<file path="src/rtl/count_uart_tx_pkg.sv">
// count_uart_tx shared types and constants.
// 8N1 frame levels and FSM encoding.
package count_uart_pkg;

    typedef enum logic [1:0] {
        IDLE,
        START,
        DATA,
        STOP
    } tx_state_t;

    localparam int   DATA_BITS = 8;
    localparam logic START_LVL = 1'b0;
    localparam logic STOP_LVL  = 1'b1;
    localparam logic IDLE_LVL  = 1'b1;

endpackage

</file>
<file path="src/rtl/count_uart_tx_if.sv">
// count_uart_tx data/status bundle.
// master drives count and request, slave drives the line.
interface count_uart_tx_if;

    logic [7:0] count_in;
    logic       send_req;
    logic       tx;
    logic       busy;
    logic       sent;
    logic       dropped;

    modport master (
        output count_in, send_req,
        input  tx, busy, sent, dropped
    );

    modport slave (
        input  count_in, send_req,
        output tx, busy, sent, dropped
    );

endinterface

</file>
<file path="src/rtl/count_uart_tx_baud_tick_gen.sv">
// Bit-period divider: one tick every CLK_DIV enabled cycles.
// Kept standalone so a receiver can share it.
module baud_tick_gen #(
    parameter int CLK_DIV = 104
) (
    input  logic clk,
    input  logic rst_n,
    input  logic ena,
    input  logic clr,
    output logic tick
);

    localparam int CW = (CLK_DIV > 1) ? $clog2(CLK_DIV) : 1;
    localparam logic [CW-1:0] LAST = CW'(CLK_DIV - 1);

    logic [CW-1:0] cnt;

    // Wrapping count, held at zero while clr is asserted.
    always_ff @(posedge clk) begin
        if (!rst_n) begin
            cnt <= '0;
        end else if (ena) begin
            if (clr || cnt == LAST) begin
                cnt <= '0;
            end else begin
                cnt <= cnt + CW'(1);
            end
        end
    end

    assign tick = ena & (cnt == LAST);

endmodule

</file>
<file path="src/rtl/count_uart_tx.sv">
// Serialises the counter value as an 8N1 UART frame.
// Explicit request or optional auto-send when the count changes.
module count_uart_tx
    import count_uart_pkg::*;
#(
    parameter int CLK_DIV        = 104,
    parameter bit SEND_ON_CHANGE = 1'b1
) (
    input  logic           clk,
    input  logic           rst_n,
    input  logic           ena,
    count_uart_tx_if.slave bus
);

    localparam int IW = $clog2(DATA_BITS);

    tx_state_t            state;
    tx_state_t            state_nxt;
    logic [DATA_BITS-1:0] shift_q;
    logic [DATA_BITS-1:0] last_sent;
    logic [IW-1:0]        bit_idx;
    logic                 pending;
    logic                 tick;
    logic                 trig;
    logic                 idle;
    logic                 frame_go;
    logic                 last_bit;
    logic                 tx_d;
    logic                 busy_d;
    logic                 sent_d;

    assign idle     = (state == IDLE);
    assign trig     = bus.send_req
                    | (SEND_ON_CHANGE & (bus.count_in != last_sent));
    assign frame_go = idle & (trig | pending);
    assign last_bit = (bit_idx == IW'(DATA_BITS - 1));

    baud_tick_gen #(
        .CLK_DIV (CLK_DIV)
    ) u_baud (
        .clk   (clk),
        .rst_n (rst_n),
        .ena   (ena),
        .clr   (idle),
        .tick  (tick)
    );

    // State register; ena=0 freezes the frame in place.
    always_ff @(posedge clk) begin
        if (!rst_n) begin
            state <= IDLE;
        end else if (ena) begin
            state <= state_nxt;
        end
    end

    // Next state: each phase advances on the bit boundary tick.
    always_comb begin
        state_nxt = state;
        unique case (state)
            IDLE:    if (trig || pending)      state_nxt = START;
            START:   if (tick)                 state_nxt = DATA;
            DATA:    if (tick && last_bit)     state_nxt = STOP;
            STOP:    if (tick)                 state_nxt = IDLE;
            default:                           state_nxt = IDLE;
        endcase
    end

    // Line level and status decoded from the current phase.
    always_comb begin
        tx_d   = IDLE_LVL;
        busy_d = 1'b1;
        sent_d = 1'b0;
        unique case (state)
            IDLE:  busy_d = 1'b0;
            START: tx_d   = START_LVL;
            DATA:  tx_d   = shift_q[0];
            STOP: begin
                tx_d   = STOP_LVL;
                sent_d = tick;
            end
            default: busy_d = 1'b0;
        endcase
    end

    // Data capture at frame start, LSB-first shifting, one-deep pending.
    always_ff @(posedge clk) begin
        if (!rst_n) begin
            shift_q   <= '0;
            last_sent <= '0;
            bit_idx   <= '0;
            pending   <= 1'b0;
        end else if (ena) begin
            if (frame_go) begin
                shift_q   <= bus.count_in;
                last_sent <= bus.count_in;
                pending   <= 1'b0;
            end else if (!idle && trig) begin
                pending <= 1'b1;
            end
            if (state == START) begin
                bit_idx <= '0;
            end else if (state == DATA && tick) begin
                shift_q <= shift_q >> 1;
                bit_idx <= bit_idx + IW'(1);
            end
        end
    end

    assign bus.tx      = tx_d;
    assign bus.busy    = busy_d;
    assign bus.sent    = sent_d;
    assign bus.dropped = ena & ~idle & bus.send_req & pending;

endmodule

</file>
<file path="src/flat_wrapper.sv">
// flat-port wrapper written by rule: the top's interface ports become plain ports
module count_uart_tx_flat import count_uart_pkg::*;
#(
    parameter int CLK_DIV        = 104,
    parameter bit SEND_ON_CHANGE = 1'b1
)
  (clk, rst_n, ena, bus_count_in, bus_send_req, bus_tx, bus_busy, bus_sent, bus_dropped);
  count_uart_tx_if bus_i ();
  input  logic clk;
  input  logic rst_n;
  input  logic ena;
  input wire logic [$bits(bus_i.count_in)-1:0] bus_count_in;
  input wire logic [$bits(bus_i.send_req)-1:0] bus_send_req;
  output wire logic [$bits(bus_i.tx)-1:0] bus_tx;
  output wire logic [$bits(bus_i.busy)-1:0] bus_busy;
  output wire logic [$bits(bus_i.sent)-1:0] bus_sent;
  output wire logic [$bits(bus_i.dropped)-1:0] bus_dropped;
  assign bus_i.count_in = bus_count_in;
  assign bus_i.send_req = bus_send_req;
  assign bus_tx = bus_i.tx;
  assign bus_busy = bus_i.busy;
  assign bus_sent = bus_i.sent;
  assign bus_dropped = bus_i.dropped;
  count_uart_tx #(.CLK_DIV(CLK_DIV), .SEND_ON_CHANGE(SEND_ON_CHANGE)) u_core (.clk(clk), .rst_n(rst_n), .ena(ena), .bus(bus_i));
endmodule
</file>
<file path="config.mk">
export PLATFORM = sky130hd
export DESIGN_NAME = count_uart_tx_flat
export DESIGN_NICKNAME = d
export VERILOG_FILES = /design/src/rtl/count_uart_tx_pkg.sv /design/src/rtl/count_uart_tx_if.sv /design/src/rtl/count_uart_tx_baud_tick_gen.sv /design/src/rtl/count_uart_tx.sv /design/src/flat_wrapper.sv
export SDC_FILE = /design/constraint.sdc
export NUM_CORES = 1
export LEC_CHECK = 0
export CAP_MARGIN = 20
export CORE_MARGIN = 4
export CORE_UTILIZATION = 63
export CTS_BUF_LIST = sky130_fd_sc_hd__clkbuf_8
export DETAILED_ROUTE_END_ITERATION = 7
export PLACE_DENSITY = 0.91
export SLEW_MARGIN = 30
export SYNTH_ARGS = -nofsm -noshare
export SYNTH_HDL_FRONTEND = slang
export SYNTH_SLANG_ARGS = --single-unit
</file>
<file path="constraint.sdc">
create_clock -name clk -period 4.25 [get_ports clk]
set_input_delay 0.85 -clock clk [delete_from_list [all_inputs] [get_ports clk]]
set_output_delay 0.85 -clock clk [all_outputs]
set_load 0.005 [all_outputs]
</file>
==> GITHUB_STEP_SUMMARY, run 1 <==
## PnR job results

| Metric | Value |
|---|---|
| Outcome | `complete, no violations` |
| Unique cell types | `39` |
| Data arrival time of the worst path | `2.32 ns` |
| Ys flop type | `dfxtp_1` |
| Fin crit period | `3.17 ns` |
| Slew HR | `0.538` |
| Clock Tree Root | `clkbuf_8` |
| H-tree Lvls | `2` |
| RSZ-0062 raised after global routing | `false` |
| Setup crit end kind | `primary output` |
| Cell area leaders | `dfxtp_1 (36%), mux2i_1 (11%), nand2_1 (6.3%), ha_1 (5.4%), xnor2_1 (4.9%)` |
| Crit path DRT | `3.40 ns` |
| Ant. Diodes | `0` |
| DRC viols | `0` |
| Clock Tree Buf Depth | `2` |
| Reg clk slew, reported paths | `0.06 ns` |
| Min setup slack post-route | `1.08 ns` |
| Nets@finish | `216` |
| CTS tree | `done` |
| CTS Sinks | `29` |
| CP cell instances | `clkdlybuf4s50_1 > buf_4 > and4_1 > clkdlybuf4s50_1` |
| Dpl hpwl | `2490 um` |
| Pins Over Slew Limit | `0` |
| Cycle use final | `0.746` |
| Setup_tns | `0 ns` |
| Final Power | `0.687 mW` |
| Number of enable flip-flop cells | `0` |
| Worst slew pin tran | `0.690 ns` |
| Initial antenna violation count | `0` |
| Yosys Instances | `181` |
| DRT antenna net count | `0` |
| Tool warnings | `29` |
| First-pass iteration count of the detailed router | `4` |
| CORE AREA | `0.00245 mm2` |
| Die Width | `58.7 um` |
## run 1: where the power goes
group	leakage [nW]	switching, mW	total [mW]	internal [mW]
clock	0.0519	0.102	0.211	0.109
combinational	0.407	0.0860	0.164	0.0781
sequential	0.237	0.0180	0.312	0.294
total	0.696	0.206	0.687	0.481
## run 1: synth_stat cells, types with 2 or more instances
cell,number
a22oi_1,2
buf_6,2
clkbuf_1,3
dfxtp_1,29
ha_1,7
inv_1,11
mux2i_1,18
nand2_1,27
nand3_1,8
nand4_1,3
nor2_1,9
nor2b_1,6
nor3_1,4
o211ai_1,2
o21a_1,2
o21ai_0,9
o2bb2ai_1,6
xnor2_1,9
xor2_1,4
## run 1: tightest hold or removal path: stages (launching register included)
cell,delay (ns)
dfxtp_1,0.32
nand2_1,0.06
mux2i_1,0.05
## run 1: cell type report
| cell class | count | area, um2 |
|---|---|---|
| Clock buffer | 5 | 68.8 |
| Clock inverter | 3 | 11.3 |
| Fill cell | 172 | 612 |
| Inverter | 11 | 41.3 |
| Multi-Input combinational cell | 133 | 938 |
| Sequential cell | 29 | 581 |
| Tap cell | 30 | 37.5 |
| Timing Repair Buffer | 17 | 165 |
## run 1: stage by stage
step	std cells	hold WS [ns]
3_5_place_dp	220	0.467
4_1_cts	228	0.477
5_1_grt	228	0.497
2_1_floorplan	181	0.446
6_report	228	0.481
3_3_place_gp	220	0.455
## run 1: state kept, by name, summed over array words and instances, names as in the netlist
| register | count |
|---|---|
| u_core.state | 2 |
| u_core.u_baud.cnt | 7 |
| u_core.bit_idx | 3 |
| u_core.pending | 1 |
| u_core.last_sent | 8 |
| u_core.shift_q | 8 |
## run 1: kinds of logic (layout without fill, tap and decap cells)
kind of cell	after synthesis	after routing	share of synthesized area
adders and majority gates	7	7	0.0541
DFF	29	29	0.358
and+or+nand+nor	67	67	0.215
buffers and inverters	19	36	0.0625
AOI/OAI and AO/OA	28	28	0.129
muxes	18	18	0.111
xor gates and xnor gates	13	13	0.0703
## run 1: per-layer routing
metal,GRT usage,part of all wire
met4,0.139,0.031
met5,0,0
met2,0.397,0.50
met1,0.259,0.43
met3,0.0461,0.029
## run 1: final timing paths
check                 startpoint                   to  slack, ns
min          u_core.last_sent[5]  u_core.last_sent[5]       0.48
max                          ena          bus_dropped       1.08
max reg2reg      u_core.state[0]    u_core.shift_q[6]       2.32
min reg2reg  u_core.last_sent[5]  u_core.last_sent[5]       0.48
## run 1: layout by cell type, fill, tap and decap left out, types with 3 or more instances in the layout
cell / n
o2bb2ai_1: 6
nand3_1: 8
xnor2_1: 9
clkbuf_8: 5
ha_1: 7
mux2i_1: 18
clkdlybuf4s50_1: 15
o21ai_0: 9
nor2_1: 9
dfxtp_1: 29
nand2_1: 27
inv_1: 14
nand4_1: 3
xor2_1: 4
nor3_1: 4
nor2b_1: 6
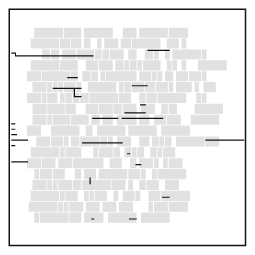
*Signal wires on met3, run 1*
Drawn at 4 px/um. Cells faint in the background.
share of all routed wire: 2.9%
wire length on this layer: 102 um
final wirelength: 3450 um
Vias: 1,328
grt met3 use: 0.0461

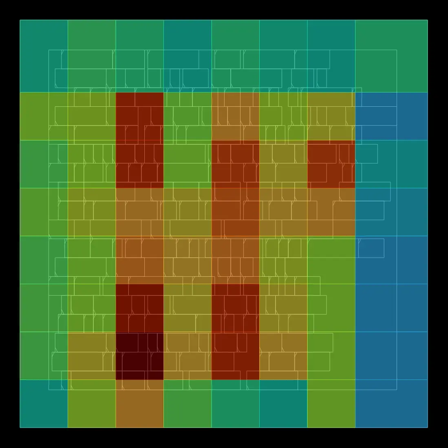
*Routing congestion map, run 1*
final core utilization: 0.751
GRT Resource Usage Total: 0.230
met2 Use GR: 0.397
GR peak layer: met2
met1 Use GR: 0.259

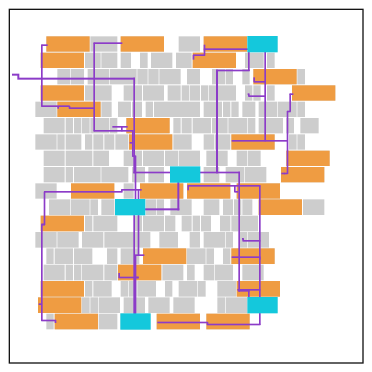
*Clock wires, drivers and flops, run 1*
Drawn at 6 px/um.
legend:
  purple:
    item: clock wires
    length: 406 um
  orange:
    item: flip-flops
    count: 29
  cyan:
    item: clock drivers
    count: 5
flops lie: widely spread
worst clock skew: 0.00134 ns
Clk. pwr: 0.211 mW
clock power share: 0.307

==> inputs of run 2 (changes only) <==
CORE_UTILIZATION = 53   (was 63)
PLACE_DENSITY = 0.82   (was 0.91)
clock period = 2.7 ns   (was 4.25 ns; I/O delays follow)
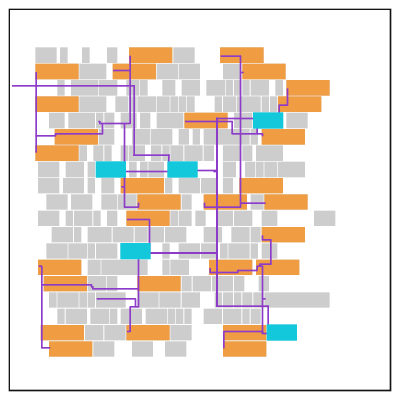
*Clock wires, drivers and flops, run 2*
Drawn at 6 px/um.
Clk. pwr: 0.459 mW
clock power share: 0.380

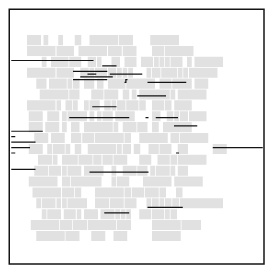
*Signal wires on met3, run 2*
Drawn at 4 px/um. Cells faint in the background.
grt met3 use: 0.0444
final wirelength: 3400 um
Vias: 1,335

==> GITHUB_STEP_SUMMARY, run 2 <==
## PnR job results

| Metric | Value |
|---|---|
| Outcome | `complete, no violations` |
| Via density | `5.78` |
| Min setup slack post-route | `0.214 ns` |
| Pins Over Slew Limit | `0` |
| Die Width | `63.3 um` |
| Fin. Hold Viols | `0` |
| Cell Count, Final, Fillers Out | `231` |
| Die ar. | `0.00401 mm2` |
| DR WL/cell | `14.7 um` |
| CTS tree | `done` |
| Cell area leaders | `dfxtp_1 (36%), mux2i_1 (11%), nand2_1 (6.3%), ha_1 (5.4%), xnor2_1 (4.9%)` |
| RD Place Congestion | `0.813` |
| RSZ-0062 raised after global routing | `false` |
| DRT antenna net count | `0` |
| Clock Tree Buf Depth | `2` |
| Clock insertion delay at the later pin of the skew report | `0.28 ns` |
| Slew HR | `0.619` |
| Pin count of the biggest net entering global routing | `21` |
| Most numerous logic cell after layout | `dfxtp_1` |
| Pwr/cell area | `638 mW/mm2` |
| Crit path DRT | `2.16 ns` |
| Area share, top type | `0.358` |
| First-pass GRT wire length | `5860 um` |
| CTS Sinks | `29` |
| Setup_tns | `0 ns` |
| Drt initial violations | `69` |
| Number of enable flip-flop cells | `0` |
| Largest registers | `u_core.last_sent (8), u_core.shift_q (8), u_core.u_baud.cnt (7)` |
| Worst setup SP type | `flip-flop` |
| Die Span Y | `63.3 um` |
| Unique cell types | `39` |
| Logic cell area | `938 um2` |
| Dpl hpwl | `2530 um` |
| Synth top cells by count | `dfxtp_1 (29), nand2_1 (27), mux2i_1 (18)` |
| Fp util | `0.573` |
| First-pass iteration count of the detailed router | `4` |
| # IOs | `16` |
| DRC viols | `0` |
| Fin crit period | `2.49 ns` |
| Async SR Flop Fraction | `0` |
| Reg clk slew, reported paths | `0.06 ns` |
| Internal Dissipation | `0.884 mW` |
| Synth top cell by count | `dfxtp_1` |
| Ys flop type | `dfxtp_1` |
| Worst clock skew | `0.00605 ns` |
| H-tree Lvls | `2` |
| Final Setup Violations | `0` |
| Switching power total | `0.326 mW` |
| Largest area contributor in the netlist | `dfxtp_1` |
| Post-CTS Resized | `0` |
| Initial antenna violation count | `0` |
| Register share of total power | `0.404` |
| IO Port Bufs | `15` |
| CORE AREA | `0.00283 mm2` |
| Max VDD drop | `0.477 mV` |
| Gate power share | `0.216` |
| Chip area line of the yosys report | `0.00162 mm2` |
| Syn Nets | `200` |
| Data arrival time of the worst path | `1.95 ns` |
| FF/Latch Area | `581 um2` |
| Inst Count DP | `223` |
| Vias in the first global route | `1,337` |
| Clock Tree Root | `clkbuf_8` |
| Layout cells sized above 1 | `0.0800` |
| Mapped Area | `0.00162 mm2` |
| Setup crit end kind | `primary output` |
| Sw Share | `0.269` |
| Leak Pwr | `0.716 nW` |
| Fillers | `212` |
| Worst slew pin tran | `0.571 ns` |
| Top cells excl fill/tap | `dfxtp_1 (29), nand2_1 (27), mux2i_1 (18), clkdlybuf4s50_1 (15), inv_1 (12)` |
| Nets@finish | `218` |
| Tool warnings | `29` |
| CP cell instances | `ha_1 > nand2_1 > nor2_1 > and3_1 > clkdlybuf4s50_1` |
| CP max-delay cell | `clkdlybuf4s50_1` |
| Yosys Instances | `181` |
| Cycle use final | `0.921` |
| GRT Resource Usage Total | `0.183` |
| P&R area growth vs syn | `17.0%` |
| Ant. Diodes | `0` |
| # rows | `19` |
==> run 2: cell counts after synthesis <==
Identical to the previous run, type by type.
==> run 2: kinds of logic after synthesis <==
| family | Yosys count | share of synthesized area |
|---|---|---|
| compound gates | 28 | 0.129 |
| xor+xnor | 13 | 0.0703 |
| fa+ha+maj | 7 | 0.0541 |
| buf+inv | 19 | 0.0625 |
| flops | 29 | 0.358 |
| mux | 18 | 0.111 |
| simple gates | 67 | 0.215 |
==> run 2: layer usage <==
layer / vias to the layer above / track usage / share of wire
li1: 660 / - / -
met1: 629 / 0.220 / 0.44
met2: 38 / 0.306 / 0.49
met3: 8 / 0.0444 / 0.051
met4: 0 / 0.0889 / 0.015
met5: - / 0 / 0
==> run 2: worst paths after layout <==
path | depth (start not counted) | to | slack, ns | startpoint
setup reg to reg | 7 | u_core.shift_q[4] | 0.74 | u_core.state[0]
hold reg to reg | 2 | u_core.last_sent[4] | 0.47 | u_core.last_sent[4]
hold / removal | 2 | u_core.last_sent[4] | 0.47 | u_core.last_sent[4]
setup / recovery | 5 | bus_sent | 0.21 | u_core.u_baud.cnt[0]
==> run 2: through the flow <==
stage	power, mW	util	area, um2	hold slack, ns
2_1_floorplan	0.686	-	1620	0.446
3_5_place_dp	0.755	0.629	1780	0.463
5_1_grt	1.27	0.670	1900	0.496
4_1_cts	1.21	0.670	1900	0.472
6_report	1.21	0.670	1900	0.469
3_3_place_gp	0.744	0.629	1780	0.457
==> run 2: area by class of cell <==
cell class | count | share of cell area
Multi-Input combinational cell | 133 | 0.495
Sequential cell | 29 | 0.306
Timing Repair Buffer | 19 | 0.0950
Clock buffer | 6 | 0.0436
Inverter | 11 | 0.0218
Tap cell | 31 | 0.0205
Clock inverter | 2 | 0.0178
==> run 2: power by group through the flow <==
stage	clock [mW]	combinational [mW]	sequential (mW)
6_report	0.459	0.261	0.489
3_3_place_gp	0	0.248	0.496
5_1_grt	0.488	0.284	0.493
2_1_floorplan	0	0.195	0.491
4_1_cts	0.463	0.260	0.488
3_5_place_dp	0	0.257	0.497
==> run 2: worst max-delay path, delay by kind of cell (launching register included) <==
family,cells,cell delay [ns]
and+or+nand+nor,3,0.57
buffers and inverters,1,0.50
DFF,1,0.38
adders and majority gates,1,0.21
Power is estimated from default activity; no workload was simulated.
